[src/rtl/pipe_pkg.sv]
`default_nettype none
// +----------------------------------------------------------------------+
// | pipe_pkg: shared constants and types for the 8-bit core pipeline     |
// | Revision: 1.0                                                        |
// +----------------------------------------------------------------------+
package pipe_pkg;

  localparam int unsigned REG_W   = 3;
  localparam int unsigned INSTR_W = 16;

  // All-zero instruction word loaded into IF/ID on a flush.
  localparam logic [INSTR_W-1:0] NOP_INSTR = '0;

  typedef enum logic [1:0] {
    ST_RUN      = 2'd0,
    ST_FLUSH    = 2'd1,
    ST_MEM_WAIT = 2'd2
  } state_e;

endpackage : pipe_pkg
`default_nettype wire

[src/rtl/hazard_ctrl_sat_counter.sv]
`default_nettype none
// +----------------------------------------------------------------------+
// | sat_counter: event counter that sticks at all-ones instead of wrap   |
// | Revision: 1.0                                                        |
// +----------------------------------------------------------------------+
module sat_counter #(
  parameter int unsigned CNT_W = 16
) (
  input  logic             clk,
  input  logic             rst,
  input  logic             inc,
  output logic [CNT_W-1:0] count
);

  logic [CNT_W-1:0] count_q;

  always_ff @(posedge clk) begin
    if (rst) begin
      count_q <= '0;
    end else if (inc && (count_q != {CNT_W{1'b1}})) begin
      count_q <= count_q + CNT_W'(1);
    end
  end

  assign count = count_q;

endmodule : sat_counter
`default_nettype wire

[src/rtl/hazard_ctrl.sv]
`default_nettype none
// +----------------------------------------------------------------------+
// | hazard_ctrl: stall/flush/freeze sequencing for the 8-bit pipeline    |
// | Revision: 1.0                                                        |
// +----------------------------------------------------------------------+
module hazard_ctrl
  import pipe_pkg::*;
#(
  parameter int unsigned FLUSH_CYCLES = 2,
  parameter int unsigned CNT_W        = 16
) (
  input  logic             clk,
  input  logic             rst,
  input  logic [REG_W-1:0] id_rs_a,
  input  logic [REG_W-1:0] id_rs_b,
  input  logic             id_use_a,
  input  logic             id_use_b,
  input  logic [REG_W-1:0] ex_rd,
  input  logic             ex_mem_read,
  input  logic             ex_reg_write,
  input  logic             jump_taken,
  input  logic             mem_busy,
  output logic             pc_hold,
  output logic             if_id_hold,
  output logic             if_id_flush,
  output logic             id_ex_clear,
  output logic             global_hold,
  output logic [1:0]       state_o,
  output logic [CNT_W-1:0] stall_cnt,
  output logic [CNT_W-1:0] flush_cnt
);

  localparam logic [2:0] FCNT_RELOAD = 3'(FLUSH_CYCLES - 1);

  state_e     state_q, state_d;
  state_e     ret_q, ret_d;
  state_e     w_eval_state;
  logic [2:0] fcnt_q, fcnt_d;
  logic       w_lu;
  logic       w_stall_inc;
  logic       w_flush_inc;

  assign w_lu = ex_mem_read & ex_reg_write &
                ((id_use_a & (id_rs_a == ex_rd)) | (id_use_b & (id_rs_b == ex_rd)));

  // Leaving MEM_WAIT is zero-latency: the saved state's rules apply this cycle.
  assign w_eval_state = ((state_q == ST_MEM_WAIT) && !mem_busy) ? ret_q : state_q;

  always_ff @(posedge clk) begin
    if (rst) begin
      state_q <= ST_RUN;
      ret_q   <= ST_RUN;
      fcnt_q  <= 3'd0;
    end else begin
      state_q <= state_d;
      ret_q   <= ret_d;
      fcnt_q  <= fcnt_d;
    end
  end

  always_comb begin
    state_d     = state_q;
    ret_d       = ret_q;
    fcnt_d      = fcnt_q;
    pc_hold     = 1'b0;
    if_id_hold  = 1'b0;
    if_id_flush = 1'b0;
    id_ex_clear = 1'b0;
    global_hold = 1'b0;
    w_stall_inc = 1'b0;
    w_flush_inc = 1'b0;

    if (mem_busy) begin
      global_hold = 1'b1;
      pc_hold     = 1'b1;
      if_id_hold  = 1'b1;
      state_d     = ST_MEM_WAIT;
      if (state_q != ST_MEM_WAIT) begin
        ret_d = (state_q == ST_FLUSH) ? ST_FLUSH : ST_RUN;
      end
    end else begin
      case (w_eval_state)
        ST_RUN: begin
          state_d = ST_RUN;
          if (jump_taken) begin
            if_id_flush = 1'b1;
            id_ex_clear = 1'b1;
            w_flush_inc = 1'b1;
            if (FLUSH_CYCLES > 1) begin
              state_d = ST_FLUSH;
              fcnt_d  = FCNT_RELOAD;
            end
          end else if (w_lu) begin
            pc_hold     = 1'b1;
            if_id_hold  = 1'b1;
            id_ex_clear = 1'b1;
            w_stall_inc = 1'b1;
          end
        end
        ST_FLUSH: begin
          if_id_flush = 1'b1;
          id_ex_clear = 1'b1;
          w_flush_inc = 1'b1;
          if (jump_taken) begin
            fcnt_d  = FCNT_RELOAD;
            state_d = ST_FLUSH;
          end else begin
            fcnt_d  = fcnt_q - 3'd1;
            state_d = (fcnt_q <= 3'd1) ? ST_RUN : ST_FLUSH;
          end
        end
        default: state_d = ST_RUN;
      endcase
    end
  end

  assign state_o = state_q;

  sat_counter #(.CNT_W(CNT_W)) u_stall_cnt (
    .clk   (clk),
    .rst   (rst),
    .inc   (w_stall_inc),
    .count (stall_cnt)
  );

  sat_counter #(.CNT_W(CNT_W)) u_flush_cnt (
    .clk   (clk),
    .rst   (rst),
    .inc   (w_flush_inc),
    .count (flush_cnt)
  );

endmodule : hazard_ctrl
`default_nettype wire

[config.mk]
export PLATFORM = sky130hd
export DESIGN_NAME = hazard_ctrl
export DESIGN_NICKNAME = d
export VERILOG_FILES = /design/src/rtl/pipe_pkg.sv /design/src/rtl/hazard_ctrl_sat_counter.sv /design/src/rtl/hazard_ctrl.sv
export SDC_FILE = /design/constraint.sdc
export NUM_CORES = 1
export LEC_CHECK = 0
export ABC_AREA = 1
export CAP_MARGIN = 20
export CORE_MARGIN = 8
export CORE_UTILIZATION = 50
export CTS_CLUSTER_SIZE = 8
export DETAILED_ROUTE_END_ITERATION = 8
export HOLD_SLACK_MARGIN = 0.15
export MAX_ROUTING_LAYER = met4
export PLACE_DENSITY = 0.92
export SETUP_SLACK_MARGIN = 0.1
export SLEW_MARGIN = 20
export SYNTH_ARGS = -nofsm -noshare
export SYNTH_HDL_FRONTEND = slang
export SYNTH_SLANG_ARGS = --single-unit
[constraint.sdc]
create_clock -name clk -period 1.96 [get_ports clk]
set_input_delay 0.294 -clock clk [delete_from_list [all_inputs] [get_ports clk]]
set_output_delay 0.294 -clock clk [all_outputs]
set_load 0.01 [all_outputs]
run_1/placed.png
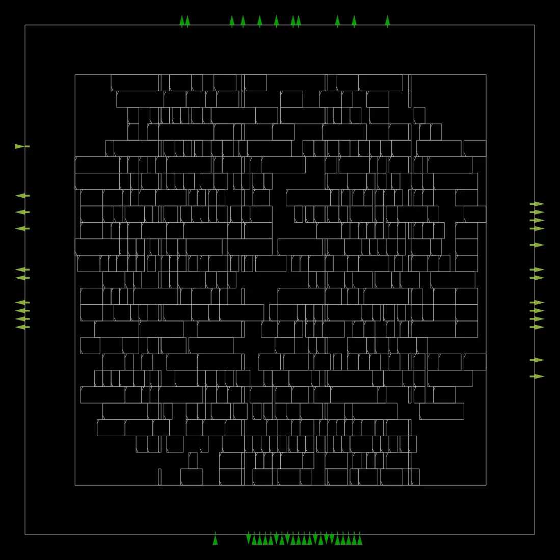
Taps Inserted: 54
Post-Route Utilization: 68.4%

run_1/gates.png
The bar under the picture is 20 um long.
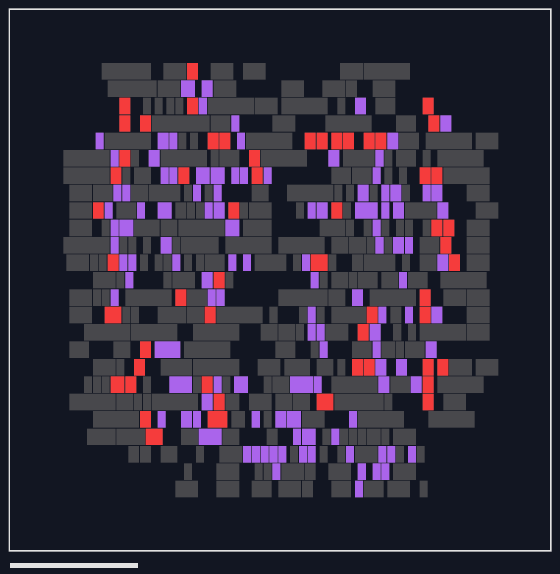
- purple: nand cells (cells 115)
- red: aoi and oai cells (cells 55)
Commonest Layout Cell: nand2_1
fin cells: 479
Comb area share: 42.8%

==> out/results.ini, run 1 <==
[outcome]
status = finished, final reports clean

[routing]
drt-initial-drc-count = 123
routed_via_density = 5.14

[die]
placementRows = 25
initCoreUtil_pct = 50.5
die_y_um = 84.4

[job]
warnings = 27

[logic_synthesis]
yosys-stat-cells = 353
top_area_share_pct = 32.5
ys.warnings.count = 0
ys_seq_share_pct = 32.5
xor_share_pct = 6.75
top_cell = nand2_1
top_cells_by_area = dfxtp_1, nand2_1, nor2_1
ff_type = dfxtp_1

[timing]
max-slew-margin-rel_pct = 75.6
rsz0062_at_grt = false
drv_slew = 0
max_freq_ghz = 0.572

[power]
finalPower_mw = 1.51
power_density_nw_per_um2 = 476

[worst_setup_path]
cp.arrival_ps = 1460
reg2regPathDepth = 10

[clocking]
cts_sinks = 38
hold_buffers = 0

[global_route]
grt_pass1_wl_mm = 10.2

[final_layout]
area_growth_pct = 35.4

run_1/port_trees.png
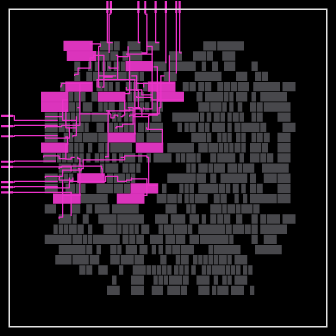
- magenta: `flush_cnt` (direction output; edge 8 top, 8 left; end cells 16; buffers 16; wire 713 um)

==> run 1: layout make-up <==
| cell class | count | area [um2] |
|---|---|---|
| sequential | 38 | 766 |
| inverter | 49 | 188 |
| fill | 383 | 1460 |
| tap | 54 | 67.6 |
| timing repair inverter | 1 | 7.51 |
| multi-input combinational | 255 | 1360 |
| timing repair buffer | 76 | 699 |
| clock buffer | 6 | 82.6 |
==> run 1: how the worst min path moves through the flow <==
stage                           start                     end
3_3_place_gp   fcnt_q[2]$_SDFFE_PP0P_  fcnt_q[2]$_SDFFE_PP0P_
6_report                     mem_busy   state_o[1]$_SDFF_PP0_
4_1_cts                      mem_busy   state_o[1]$_SDFF_PP0_
5_1_grt                      mem_busy   state_o[1]$_SDFF_PP0_
3_5_place_dp   fcnt_q[2]$_SDFFE_PP0P_  fcnt_q[2]$_SDFFE_PP0P_
2_1_floorplan  fcnt_q[2]$_SDFFE_PP0P_  fcnt_q[2]$_SDFFE_PP0P_
==> run 1: critical path: stages <==
cell             delay (ps)
clkdlybuf4s50_1         480
inv_1                    40
nand2_1                  50
nand2_1                  40
nor2_1                  110
nand2_1                  80
nand2_2                  80
nand3_2                  70
nand2_1                  80
buf_2                   130
==> run 1: report_power, final <==
group	internal (mW)	switching, mW
Clock	0.271	0.258
Sequential	0.782	0.0102
Combinational	0.0878	0.0967
Total	1.14	0.365
==> run 1: metal layers <==
layer	vias up	share of wire [%]	track usage, %	wire length [um]
met3	10	4.7	5.37	292
met2	62	52	31.6	3260
li1	1271	-	-	-
met5	-	0	-	0
met1	1121	42	17.9	2600
met4	0	1.1	5.83	66
==> run 1: flip-flops by register name, summed over array words and instances, names as in the netlist <==
signal and flops:
fcnt_q 3, state_o 2, u_stall_cnt.count 16, u_flush_cnt.count 16, ret_q 1
run_1/m3.png
The bar under the picture is 20 um long.
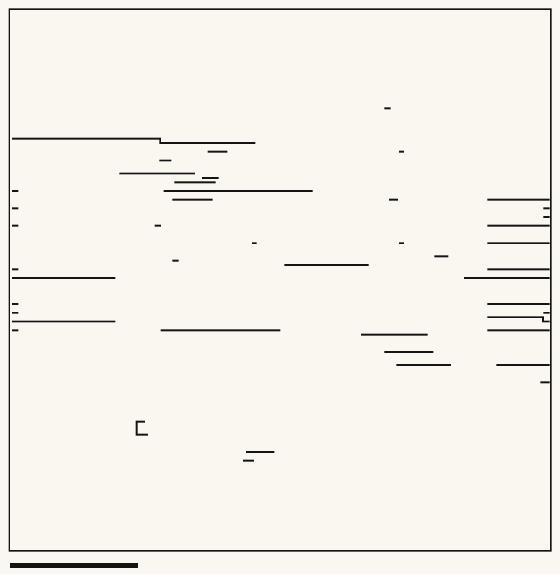

## Run 2: what changed since run 1
--- a/config.mk
+++ b/config.mk
@@ -11,6 +11,7 @@
 export CORE_UTILIZATION = 50
 export CTS_CLUSTER_SIZE = 8
 export DETAILED_ROUTE_END_ITERATION = 8
+export GPL_TIMING_DRIVEN = 0
 export HOLD_SLACK_MARGIN = 0.15
 export MAX_ROUTING_LAYER = met4
 export PLACE_DENSITY = 0.92
@@ -19,3 +20,4 @@
 export SYNTH_ARGS = -nofsm -noshare
 export SYNTH_HDL_FRONTEND = slang
 export SYNTH_SLANG_ARGS = --single-unit
+export TNS_END_PERCENT = 10
run_2/m3.png
The bar under the picture is 20 um long.
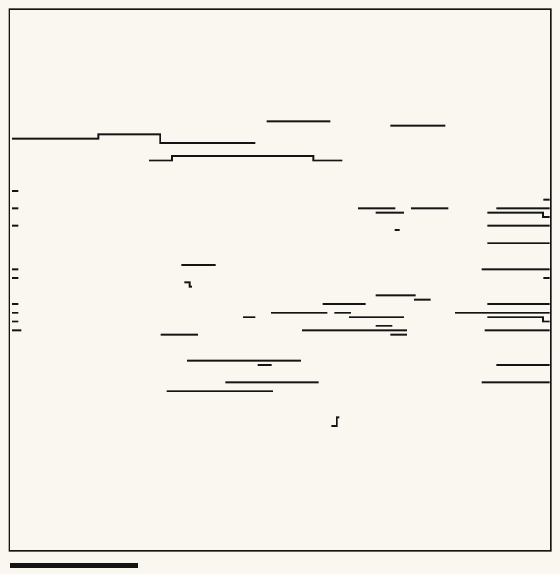
- share of all routed wire: 5.4%
- main direction: horizontal
- nets with wire on the layer: 44
- wire length on this layer: 343 um

run_2/util_map.png
The die is cut into 8 by 8 equal tiles; black is low, pale yellow is high, 0 to 100% covered.
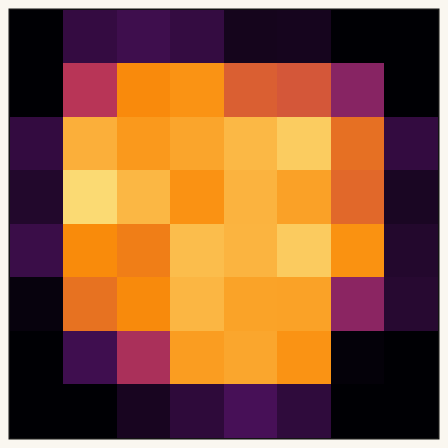
- fullest tile: 92%
- nearly empty tiles: 19%
- mean over tiles: 42%
- tiles over 75% full: 33%
- densest ninth of the die: center
core outline area: 4630 um2
Init Core Util: 50.5%
Post-Route Utilization: 66.7%

==> run 2 against run 1 <==
  * Critical path depth increased by 1
  * Final area decreased by 2.5%
  * Clock skew increased by 0.54 ps
  * Critical path type unchanged
  * Via count increased by 1.1%
  * Largest cell class unchanged
  * Critical endpoint unchanged
  * Non-clock buffer count decreased by 3
  * Worst hold slack improved by 23 ps
  * First-iteration DRC count increased by 41%
  * Register-to-register slack got worse by 40 ps
  * Power decreased by 2.1%
  * Sequential power about the same
  * Synthesized area unchanged
==> out/results.ini, run 2 <==
[worst_setup_path]
max_stage_delay_ps = 480  ; about the same
cpMostUsedCell = nand2_1
reg2regPathDepth = 9  ; -1
crit_chain = clkdlybuf4s50_1, inv_1, nand2_1, nand2_1, nor2_1, nand2_1, nand2_2, nand3_2, nand2_2, buf_4, buf_2
path_buffers = 4  ; +1
slowest_stage = clkdlybuf4s50_1
crit_family = buffers and inverters

[power]
finalPower_mw = 1.47  ; -2.1%
power_density_nw_per_um2 = 478  ; +0.42%

[outcome]
status = finished, final reports clean

[timing]
max_freq_ghz = 0.531  ; -7.1%
rsz0062_at_grt = true
max-slew-margin-rel_pct = 65.5  ; -10 points
drv_slew = 0  ; unchanged

[logic_synthesis]
top_area_share_pct = 32.5  ; unchanged
yosys-stat-cells = 353  ; unchanged

[hold_path]
hold_start = rst
min_to = u_stall_cnt.count[2]$_SDFFE_PP0P_

[clocking]
cts_sinks = 38  ; unchanged

[die]
placementRows = 25  ; unchanged
die_y_um = 84.4  ; unchanged

[final_layout]
layout_top_cell = nand2_1

[routing]
routed_via_density = 5.24  ; +1.9%

[run 2: cell counts after synthesis]
No cell type changed its count.
[run 2: final cells by class]
| class | instances | area (um2) |
|---|---|---|
| buffer | 12 | 85.1 |
| clock buffer | 7 | 76.3 |
| fill | 398 | 1540 |
| inverter | 49 | 184 |
| multi-input combinational | 254 | 1340 |
| sequential | 38 | 764 |
| tap | 54 | 67.6 |
| timing repair buffer | 61 | 572 |
[run 2: where the power goes]
| part | leakage [nW] | switching [mW] | total [mW] | internal (mW) |
|---|---|---|---|---|
| registers | 0.309 | 0.00852 | 0.790 | 0.782 |
| logic | 0.826 | 0.0978 | 0.176 | 0.0785 |
| clock network | 0.0383 | 0.264 | 0.508 | 0.245 |
[run 2: cell families after synthesis]
| group | count (synthesis) |
|---|---|
| AOI/OAI and AO/OA | 55 |
| and+or+nand+nor | 177 |
| buffers and inverters | 61 |
| DFF | 38 |
| xor gates and xnor gates | 18 |
| adders and majority gates | 4 |
[run 2: metrics by stage]
stage	utilization, %	instance area [um2]	hold slack, ps	std cells	setup TNS, ps
after floorplan	-	2340	430	353	0
after global placement	63.6	2950	442	461	-6920
after detailed placement	63.6	2950	453	461	-9100
after CTS	65.8	3040	441	471	0
after global routing	66.7	3090	490	475	-8.16
final	66.7	3090	442	475	0
[run 2: routing by layer]
| metal | up-vias | global-route usage, % | share of wire [%] |
|---|---|---|---|
| met4 | 0 | 7.77 | 1.3 |
| li1 | 1255 | - | - |
| met2 | 72 | 32.5 | 53 |
| met3 | 7 | 3.71 | 5.4 |
| met1 | 1156 | 17.5 | 41 |
| met5 | - | - | 0 |
[run 2: repair_timing]
action                                  4_1_cts  5_1_grt
buffers inserted                              3        4
endpoints found under the setup margin       30       32
gates cloned                                  0        0
hold buffers                                  0        0
gates resized                                20       15
pin swaps                                     4        3
No activity file was given, so power comes from the tool's default toggle rates.
